Figure 1. Signal wires on met1 (run 1).
Bar = 50 um.
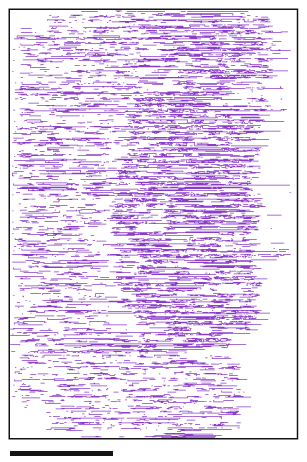
Figure 2. Signal wires on met2 (run 1).
Bar = 50 um.
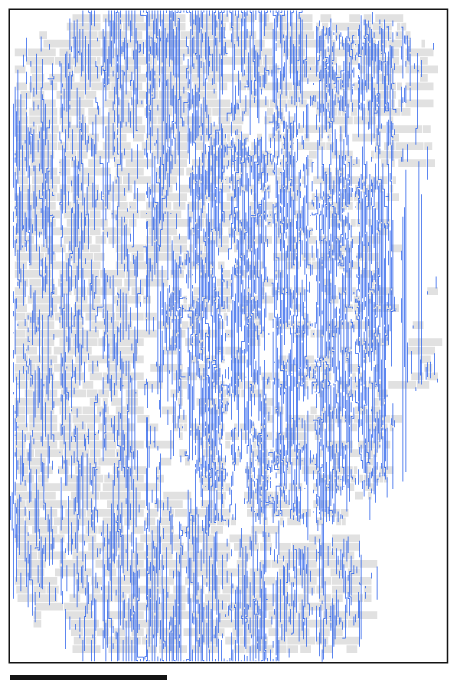
Figure 3. Signal wires on met3 (run 1).
Bar = 50 um.
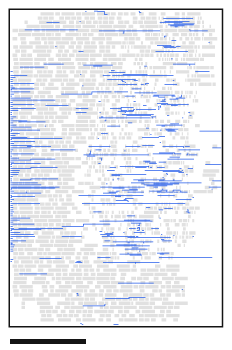
==> config.mk <==
export PLATFORM = sky130hd
export DESIGN_NAME = acc_drain
export DESIGN_NICKNAME = d
export VERILOG_FILES = /design/src/rtl/acc_drain.sv
export SDC_FILE = /design/constraint.sdc
export NUM_CORES = 1
export LEC_CHECK = 0
export CORE_ASPECT_RATIO = 1.5
export CORE_UTILIZATION = 50
export CTS_BUF_LIST = sky130_fd_sc_hd__clkbuf_4
export DETAILED_ROUTE_END_ITERATION = 12
export HOLD_SLACK_MARGIN = 0.02
export PLACE_DENSITY = 0.8
export SYNTH_ARGS = -nofsm -noshare
export SYNTH_HDL_FRONTEND = slang
export SYNTH_SLANG_ARGS = --single-unit
export TNS_END_PERCENT = 10
==> constraint.sdc <==
create_clock -name clk -period 20.2 [get_ports clk]
set_input_delay 3.03 -clock clk [delete_from_list [all_inputs] [get_ports clk]]
set_output_delay 3.03 -clock clk [all_outputs]
set_load 0.01 [all_outputs]
==> src/rtl/acc_drain.sv <==
// ---------------------------------------------------------------------------
// acc_drain
//
// Result-side drain engine for the systolic-array accelerator. Once a tile has
// finished, this block walks the accumulator buffer one row at a time. Each
// 24-bit partial sum is requantized to an 8-bit activation, and the results
// are streamed out one element per beat over a valid/ready handshake.
//
// Per-row sequence: READ (issue address) -> WAIT (capture row) -> STREAM
// (SYS_COLS beats). There is no prefetch, so rows are separated by a 2-cycle
// gap with no valid beat.
//
// Ports
//   clk          single rising-edge clock
//   rst_n        asynchronous active-low reset
//   start        begin a drain (only looked at while idle)
//   num_rows     rows to drain, clamped to ACC_DEPTH
//   shift        requant right-shift, clamped to P_BITWIDTH-1
//   relu_en      1: saturate to [0, 2^A-1], 0: signed saturation
//   busy         high from the cycle after start until done (inclusive)
//   done         one-cycle pulse closing the drain
//   acc_rd_en    accumulator read strobe
//   acc_rd_addr  accumulator row address
//   acc_rd_data  accumulator row, valid one cycle after acc_rd_en
//   out_valid    output beat valid
//   out_ready    downstream accept
//   out_data     requantized element
//   out_last     marks the final beat of the drain
// ---------------------------------------------------------------------------
module acc_drain #(
   parameter int SYS_COLS   = 8,
   parameter int P_BITWIDTH = 24,
   parameter int A_BITWIDTH = 8,
   parameter int ACC_DEPTH  = 16,
   parameter int ADDR_W     = $clog2(ACC_DEPTH)
) (
   input  logic                           clk,
   input  logic                           rst_n,
   input  logic                           start,
   input  logic [ADDR_W:0]                num_rows,
   input  logic [4:0]                     shift,
   input  logic                           relu_en,
   output logic                           busy,
   output logic                           done,
   output logic                           acc_rd_en,
   output logic [ADDR_W-1:0]              acc_rd_addr,
   input  logic [SYS_COLS*P_BITWIDTH-1:0] acc_rd_data,
   output logic                           out_valid,
   input  logic                           out_ready,
   output logic [A_BITWIDTH-1:0]          out_data,
   output logic                           out_last
);

   localparam int COL_W = (SYS_COLS > 1) ? $clog2(SYS_COLS) : 1;
   localparam logic [COL_W-1:0]  LAST_COL  = COL_W'(SYS_COLS - 1);
   localparam logic [ADDR_W:0]   MAX_ROWS  = (ADDR_W + 1)'(ACC_DEPTH);
   localparam logic [4:0]        MAX_SHIFT = 5'(P_BITWIDTH - 1);

   // Saturation bounds, held at the widened requant width so that every
   // comparison below is a signed-to-signed comparison.
   localparam logic signed [P_BITWIDTH:0] SAT_ZERO = '0;
   localparam logic signed [P_BITWIDTH:0] SAT_UMAX = (P_BITWIDTH + 1)'((1 << A_BITWIDTH) - 1);
   localparam logic signed [P_BITWIDTH:0] SAT_SMAX = (P_BITWIDTH + 1)'((1 << (A_BITWIDTH - 1)) - 1);
   localparam logic signed [P_BITWIDTH:0] SAT_SMIN = (P_BITWIDTH + 1)'(-(1 << (A_BITWIDTH - 1)));

   typedef enum logic [2:0] {
      IDLE,
      READ,
      WAIT,
      STREAM,
      DONE
   } state_t;

   state_t                        state;
   logic [ADDR_W:0]               count_q;
   logic [4:0]                    shift_q;
   logic                          relu_q;
   logic [ADDR_W-1:0]             row_cnt;
   logic [COL_W-1:0]              col_cnt;
   logic [SYS_COLS*P_BITWIDTH-1:0] row_reg;

   logic [ADDR_W:0]               num_rows_clamped;
   logic [4:0]                    shift_clamped;
   logic [ADDR_W:0]               row_inc;
   logic                          last_row;
   logic                          more_rows;

   logic [P_BITWIDTH-1:0]         elem;
   logic signed [P_BITWIDTH:0]    x_ext;
   logic signed [P_BITWIDTH:0]    rnd;
   logic signed [P_BITWIDTH:0]    sum;
   logic signed [P_BITWIDTH:0]    y;
   logic [A_BITWIDTH-1:0]         req_q;

   // Out-of-range requests are clamped here, before they are latched, so the
   // rest of the datapath only ever sees legal counts and shifts.
   assign num_rows_clamped = (num_rows > MAX_ROWS) ? MAX_ROWS : num_rows;
   assign shift_clamped    = (shift > MAX_SHIFT) ? MAX_SHIFT : shift;

   // row_inc doubles as the "rows already finished after this one" count.
   // The row is the last one when that count reaches the latched total.
   assign row_inc   = {1'b0, row_cnt} + (ADDR_W + 1)'(1);
   assign last_row  = (row_inc == count_q);
   assign more_rows = (row_inc < count_q);

   // Requantization of the current element. It is fed only from the row
   // register, so acc_rd_data never reaches an output combinationally. The
   // rounding add runs one bit wider than the partial sum, so the add of
   // half an LSB cannot overflow even at the top of the input range.
   assign elem = row_reg[col_cnt * P_BITWIDTH +: P_BITWIDTH];

   always_comb begin
      x_ext = {elem[P_BITWIDTH-1], elem};
      rnd   = '0;
      sum   = x_ext;
      y     = x_ext;
      req_q = '0;
      if (shift_q != 5'd0) begin
         rnd = {{P_BITWIDTH{1'b0}}, 1'b1} << (shift_q - 5'd1);
         sum = x_ext + rnd;
         y   = sum >>> shift_q;
      end
      if (relu_q) begin
         if (y < SAT_ZERO) begin
            req_q = '0;
         end else if (y > SAT_UMAX) begin
            req_q = SAT_UMAX[A_BITWIDTH-1:0];
         end else begin
            req_q = y[A_BITWIDTH-1:0];
         end
      end else begin
         if (y < SAT_SMIN) begin
            req_q = SAT_SMIN[A_BITWIDTH-1:0];
         end else if (y > SAT_SMAX) begin
            req_q = SAT_SMAX[A_BITWIDTH-1:0];
         end else begin
            req_q = y[A_BITWIDTH-1:0];
         end
      end
   end

   // The data output is forced to zero whenever no beat is being offered.
   // This covers reset, and it keeps stale row contents off the bus while
   // the block is idle.
   assign out_data = out_valid ? req_q : '0;

   // Control FSM. All control outputs are registered, so each one is set on
   // the edge that enters the state in which it must be visible. A stalled
   // beat (out_valid high, out_ready low) leaves col_cnt and the row
   // register untouched, which keeps out_data and out_last stable.
   always_ff @(posedge clk or negedge rst_n) begin
      if (!rst_n) begin
         state       <= IDLE;
         count_q     <= '0;
         shift_q     <= '0;
         relu_q      <= 1'b0;
         row_cnt     <= '0;
         col_cnt     <= '0;
         row_reg     <= '0;
         busy        <= 1'b0;
         done        <= 1'b0;
         acc_rd_en   <= 1'b0;
         acc_rd_addr <= '0;
         out_valid   <= 1'b0;
         out_last    <= 1'b0;
      end else begin
         done      <= 1'b0;
         acc_rd_en <= 1'b0;
         case (state)
            IDLE: begin
               if (start) begin
                  count_q <= num_rows_clamped;
                  shift_q <= shift_clamped;
                  relu_q  <= relu_en;
                  row_cnt <= '0;
                  col_cnt <= '0;
                  busy    <= 1'b1;
                  if (num_rows_clamped == '0) begin
                     state <= DONE;
                     done  <= 1'b1;
                  end else begin
                     state       <= READ;
                     acc_rd_en   <= 1'b1;
                     acc_rd_addr <= '0;
                  end
               end
            end
            READ: begin
               state <= WAIT;
            end
            WAIT: begin
               row_reg   <= acc_rd_data;
               state     <= STREAM;
               out_valid <= 1'b1;
               out_last  <= last_row && (LAST_COL == '0);
            end
            STREAM: begin
               if (out_ready) begin
                  if (col_cnt == LAST_COL) begin
                     col_cnt   <= '0;
                     out_valid <= 1'b0;
                     out_last  <= 1'b0;
                     if (more_rows) begin
                        row_cnt     <= row_inc[ADDR_W-1:0];
                        acc_rd_en   <= 1'b1;
                        acc_rd_addr <= row_inc[ADDR_W-1:0];
                        state       <= READ;
                     end else begin
                        done  <= 1'b1;
                        state <= DONE;
                     end
                  end else begin
                     col_cnt  <= col_cnt + COL_W'(1);
                     out_last <= last_row && ((col_cnt + COL_W'(1)) == LAST_COL);
                  end
               end
            end
            DONE: begin
               busy  <= 1'b0;
               state <= IDLE;
            end
            default: begin
               state <= IDLE;
            end
         endcase
      end
   end

endmodule

==> results.py, run 1 <==
# Auto-generated metrics
metrics = {
    "hold_path": {
        "hold_end": "count_q[0]",
        "min_path_cells": 2,
    },
    "setup_path": {
        "r2r-start": "col_cnt[1]",
        "cp_data_arrival_time_ns": 8.31,
        "crit_start": "shift_q[0]",
        "regToRegEndpoint": "acc_rd_addr[3]",
        "cp_top_family": "simple AND/OR/NAND/NOR gates",
        "crit_buf_inv": 4,
        "endpoint_kind": "output port",
    },
    "clock_tree": {
        "root_buffer": "clkbuf_4",
        "clk_path_buf_depth": 3,
        "clock_sinks": 222,
        "post_cts_resized": 0,
        "numCtsBuffers": 54,
        "cts_max_level": 2,
        "cts_hold_buf": 0,
    },
    "place": {
        "place_hpwl_um": 32990,
        "io_buffers": 223,
    },
    "final_timing": {
        "setup_viol": 0,
        "worst_slew_pin_slew_ns": 1.145,
        "fin_worst_skew_ns": 0.04053,
        "min_period_ns": 11.34,
        "maxSlewHeadroom_pct": 23.65,
        "setup_tns_ns": 0,
        "rsz0062_at_grt": "false",
    },
    "logic_synthesis": {
        "ys_cells": 1294,
        "yosys.area.top_type": "dfrtp_1",
        "synth.mux.area_fraction_pct": 27.49,
        "yosysWarnings": 0,
        "adder_share_pct": 3.062,
        "synthFlopType": "dfrtp_1",
    },
    "drt": {
        "drc": 4,
        "postRouteAntennaNets": 0,
    },
    "global_routing": {
        "grt_max_degree": 193,
        "grt_pass1_vias": 12553,
        "use_met1_pct": 38.83,
    },
    "final_layout": {
        "area_growth_pct": 22.67,
        "final_cells": 1898,
        "drive_gt1_share_pct": 26.73,
    },
    "status": {
        "violations": "design-rule violations",
        "status": "complete, but fails checks",
    },
    "power": {
        "power_w": 0.003135,
    },
    "die": {
        "die_area_um2": 28970,
    },
}
Back to the opening pictures, Figure 1:
share of all routed wire: 39%
wire length on this layer: 17500 um
main direction: horizontal

Back to the opening pictures, Figure 2:
longest straight run: 96.2 um
nets with wire on the layer: 1572
Post-Route WL: 44940 um
met2 Usage GRT: 53.39%
vias: 12019

Back to the opening pictures, Figure 3:
nets with wire on the layer: 235
wire length on this layer: 2980 um
main direction: horizontal

-- run 1: logic make-up (layout without fill, tap and decap cells) --
group / Yosys count / count (layout)
adders and majority gates: 34 / 34
DFF: 222 / 222
other: 0 / 3
xor gates and xnor gates: 20 / 20
muxes: 296 / 296
AOI/OAI and AO/OA: 283 / 283
buffers and inverters: 112 / 367
and+or+nand+nor: 327 / 327
-- run 1: metrics by stage --
stage | instance area, um2 | setup slack (ns) | utilization [%]
after detailed placement | 16580 | 9.846 | 59.49
after global placement | 16580 | 9.813 | 59.49
final | 17350 | 8.865 | 62.24
after floorplan | 14140 | 10.66 | -
after global routing | 17350 | 8.434 | 62.24
after CTS | 17340 | 9.034 | 62.21
-- run 1: metal layers --
layer,share of wire (%),vias to the layer above
li1,-,5360
met1,39,5983
met2,50,542
met3,6.6,134
met4,4.8,0
met5,0,-
-- run 1: power by group --
part | internal [W] | switching (W)
Clock | 0.000213 | 0.000191
Sequential | 0.000654 | 0.000119
Combinational | 0.000890 | 0.00107
-- run 1: layout by cell type, fill, tap and decap left out, drive strengths merged, types with 14 or more instances in the layout --
master and n:
nand3 19, clkdlybuf4s50 222, mux4 51, o21ai 50, nor2 102, o21a 15, mux2i 26, nand2 90
clkbuf 82, a211oi 27, clkinv 18, buf 17, a21oi 60, o211ai 14, dfrtp 222, nand4 22
nor3 24, inv 25, ha 33, mux2 219, a21o 15
-- run 1: area by class of cell --
| type | count | area (um2) |
|---|---|---|
| well taps | 346 | 432.9 |
| multi-input cells | 960 | 8119 |
| diodes | 3 | 7.507 |
| inverters | 26 | 97.59 |
| flip-flops and latches | 222 | 5560 |
| fillers | 2168 | 10530 |
| clock buffers | 82 | 615.6 |
| repair buffers | 239 | 2370 |
| clock inverters | 20 | 142.6 |
Figure 4. Congestion heat map (run 1).
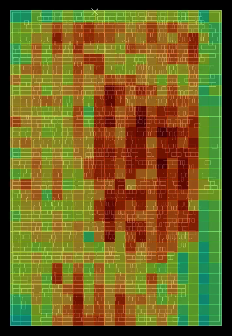

==> run 2: changes to the inputs <==
Clock period 20.2 ns to 11.75 ns, I/O delays scaled along.
Figure 5. Congestion heat map (run 2).
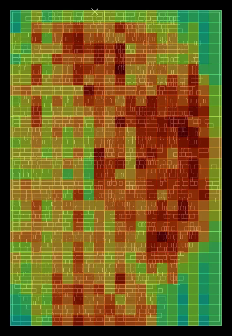
final core utilization: 61.90%
met1 capacity usage during global routing: 36.89%
met2 Usage GRT: 55.35%
gr busiest metal: met2

==> run 2 against run 1 <==
Cell count is 0.16% lower. Via count hardly changed. Design area fell by 0.54%. Register-to-register slack lost 8.3 ns. The run still ends with design-rule violations left. Clock skew up 0.0031 ns. Worst setup slack worse by 6.9 ns. Critical path depth fell by 1.
==> results.py, run 2 <==
# Auto-generated metrics
metrics = {
    "status": {
        "status": "complete, but fails checks",
        "violations": "design-rule violations",
    },
    "drt": {
        "drc": 4,
        "postRouteAntennaNets": 0,
        "vias": 12030,
        "wirelength_um": 45750,
        "drtPass1Iterations": 11,
    },
    "logic_synthesis": {
        "synthFlopType": "dfrtp_1",
        "yosys.area.top_type": "dfrtp_1",
        "yosysWarnings": 0,
        "top_cell_area_share_pct": 39.29,
        "ys_cells": 1294,
    },
    "final_layout": {
        "area_growth_pct": 22.01,
        "final_cell_mix": "clkdlybuf4s50_1 (222), dfrtp_1 (220), mux2_2 (219)",
        "design_area_um2": 17250,
        "final_cells": 1895,
        "final_common_cell": "clkdlybuf4s50_1",
        "drive_gt1_share_pct": 26.22,
    },
    "clock_tree": {
        "cts_setup_buffers": 0,
        "clk_path_buf_depth": 3,
        "numCtsBuffers": 53,
        "clock_sinks": 222,
        "clkTransAtPathRegs_ns": 0.07,
        "cts_hold_buf": 0,
        "cts_tree": "done",
        "root_buffer": "clkbuf_4",
        "post_cts_resized": 0,
        "cts_max_level": 2,
    },
    "setup_path": {
        "r2r-start": "col_cnt[0]",
        "endpoint_kind": "output port",
        "crit_buf_inv": 2,
        "crit_start": "col_cnt[0]",
        "cp_top_family": "AND-OR/OR-AND gates",
        "crit_path_max_fanout": 43,
        "cp_data_arrival_time_ns": 7.97,
    },
    "place": {
        "place_hpwl_um": 33840,
        "io_buffers": 223,
        "gp_congestion": 0.9546,
        "pre_cts_ws_ns": 2.794,
    },
    "hold_path": {
        "hp-class": "flop to flop",
    },
    "final_timing": {
        "finalWorstSetupSlack_ns": 2.013,
        "rsz0062_at_grt": "false",
        "maxSlewHeadroom_pct": 23.12,
        "min_period_ns": 9.737,
        "fin_worst_skew_ns": 0.04358,
        "setup_viol": 0,
        "worst_slew_pin_slew_ns": 1.153,
        "setup_tns_ns": 0,
    },
    "global_routing": {
        "grt_pass1_vias": 12632,
        "grt-ovfl-total": 0,
        "grt_max_degree": 192,
        "grt_pass1_wl_um": 71120,
    },
    "power": {
        "power_w": 0.005365,
    },
    "die": {
        "num_io_pins": 224,
        "die_area_um2": 28970,
    },
}
-- run 2: final timing paths --
path	end	depth (start not counted)
min in group asynchronous	relu_q	1
setup / recovery	out_data[6]	18
hold / removal	acc_rd_addr[2]	2
setup reg to reg	acc_rd_addr[3]	8
hold reg to reg	acc_rd_addr[2]	2
max in group asynchronous	row_reg[68]	2
-- run 2: cells by family (layout without fill, tap and decap cells) --
group / Yosys count / in the layout / share of synthesized area (%)
mux: 296 / 296 / 27.49
flops: 222 / 222 / 39.29
other cells: 0 / 8 / 0
xor+xnor: 20 / 20 / 1.239
buf+inv: 112 / 359 / 3.327
compound gates: 283 / 283 / 14.38
simple gates: 327 / 327 / 11.21
fa+ha+maj: 34 / 34 / 3.062
-- run 2: power breakdown --
part / switching [W] / internal (W)
Clock: 0.000311 / 0.000305
Sequential: 0.000248 / 0.00112
Combinational: 0.00185 / 0.00153
-- run 2: layout make-up --
type	count	area [um2]
timing repair buffer	238	2362
sequential	222	5560
antenna	8	20.02
fill	2165	10620
inverter	26	97.59
multi-input combinational	960	8119
clock inverter	17	73.82
tap	346	432.9
clock buffer	78	585.6
-- run 2: per-stage QoR --
stage	util [%]	hold WS, ns
3_5_place_dp	59.46	0.4755
4_1_cts	61.83	0.4895
6_report	61.90	0.4949
5_1_grt	61.90	0.5129
2_1_floorplan	-	0.4563
3_3_place_gp	59.46	0.4657
-- run 2: routing by layer --
layer | GRT usage (%) | vias to the layer above | part of all wire (%)
li1 | - | 5357 | -
met5 | 0 | - | 0
met2 | 55.35 | 571 | 51
met1 | 36.89 | 5939 | 37
met3 | 5.823 | 163 | 6.8
met4 | 19.50 | 0 | 5.8
Power is estimated from default activity; no workload was simulated.
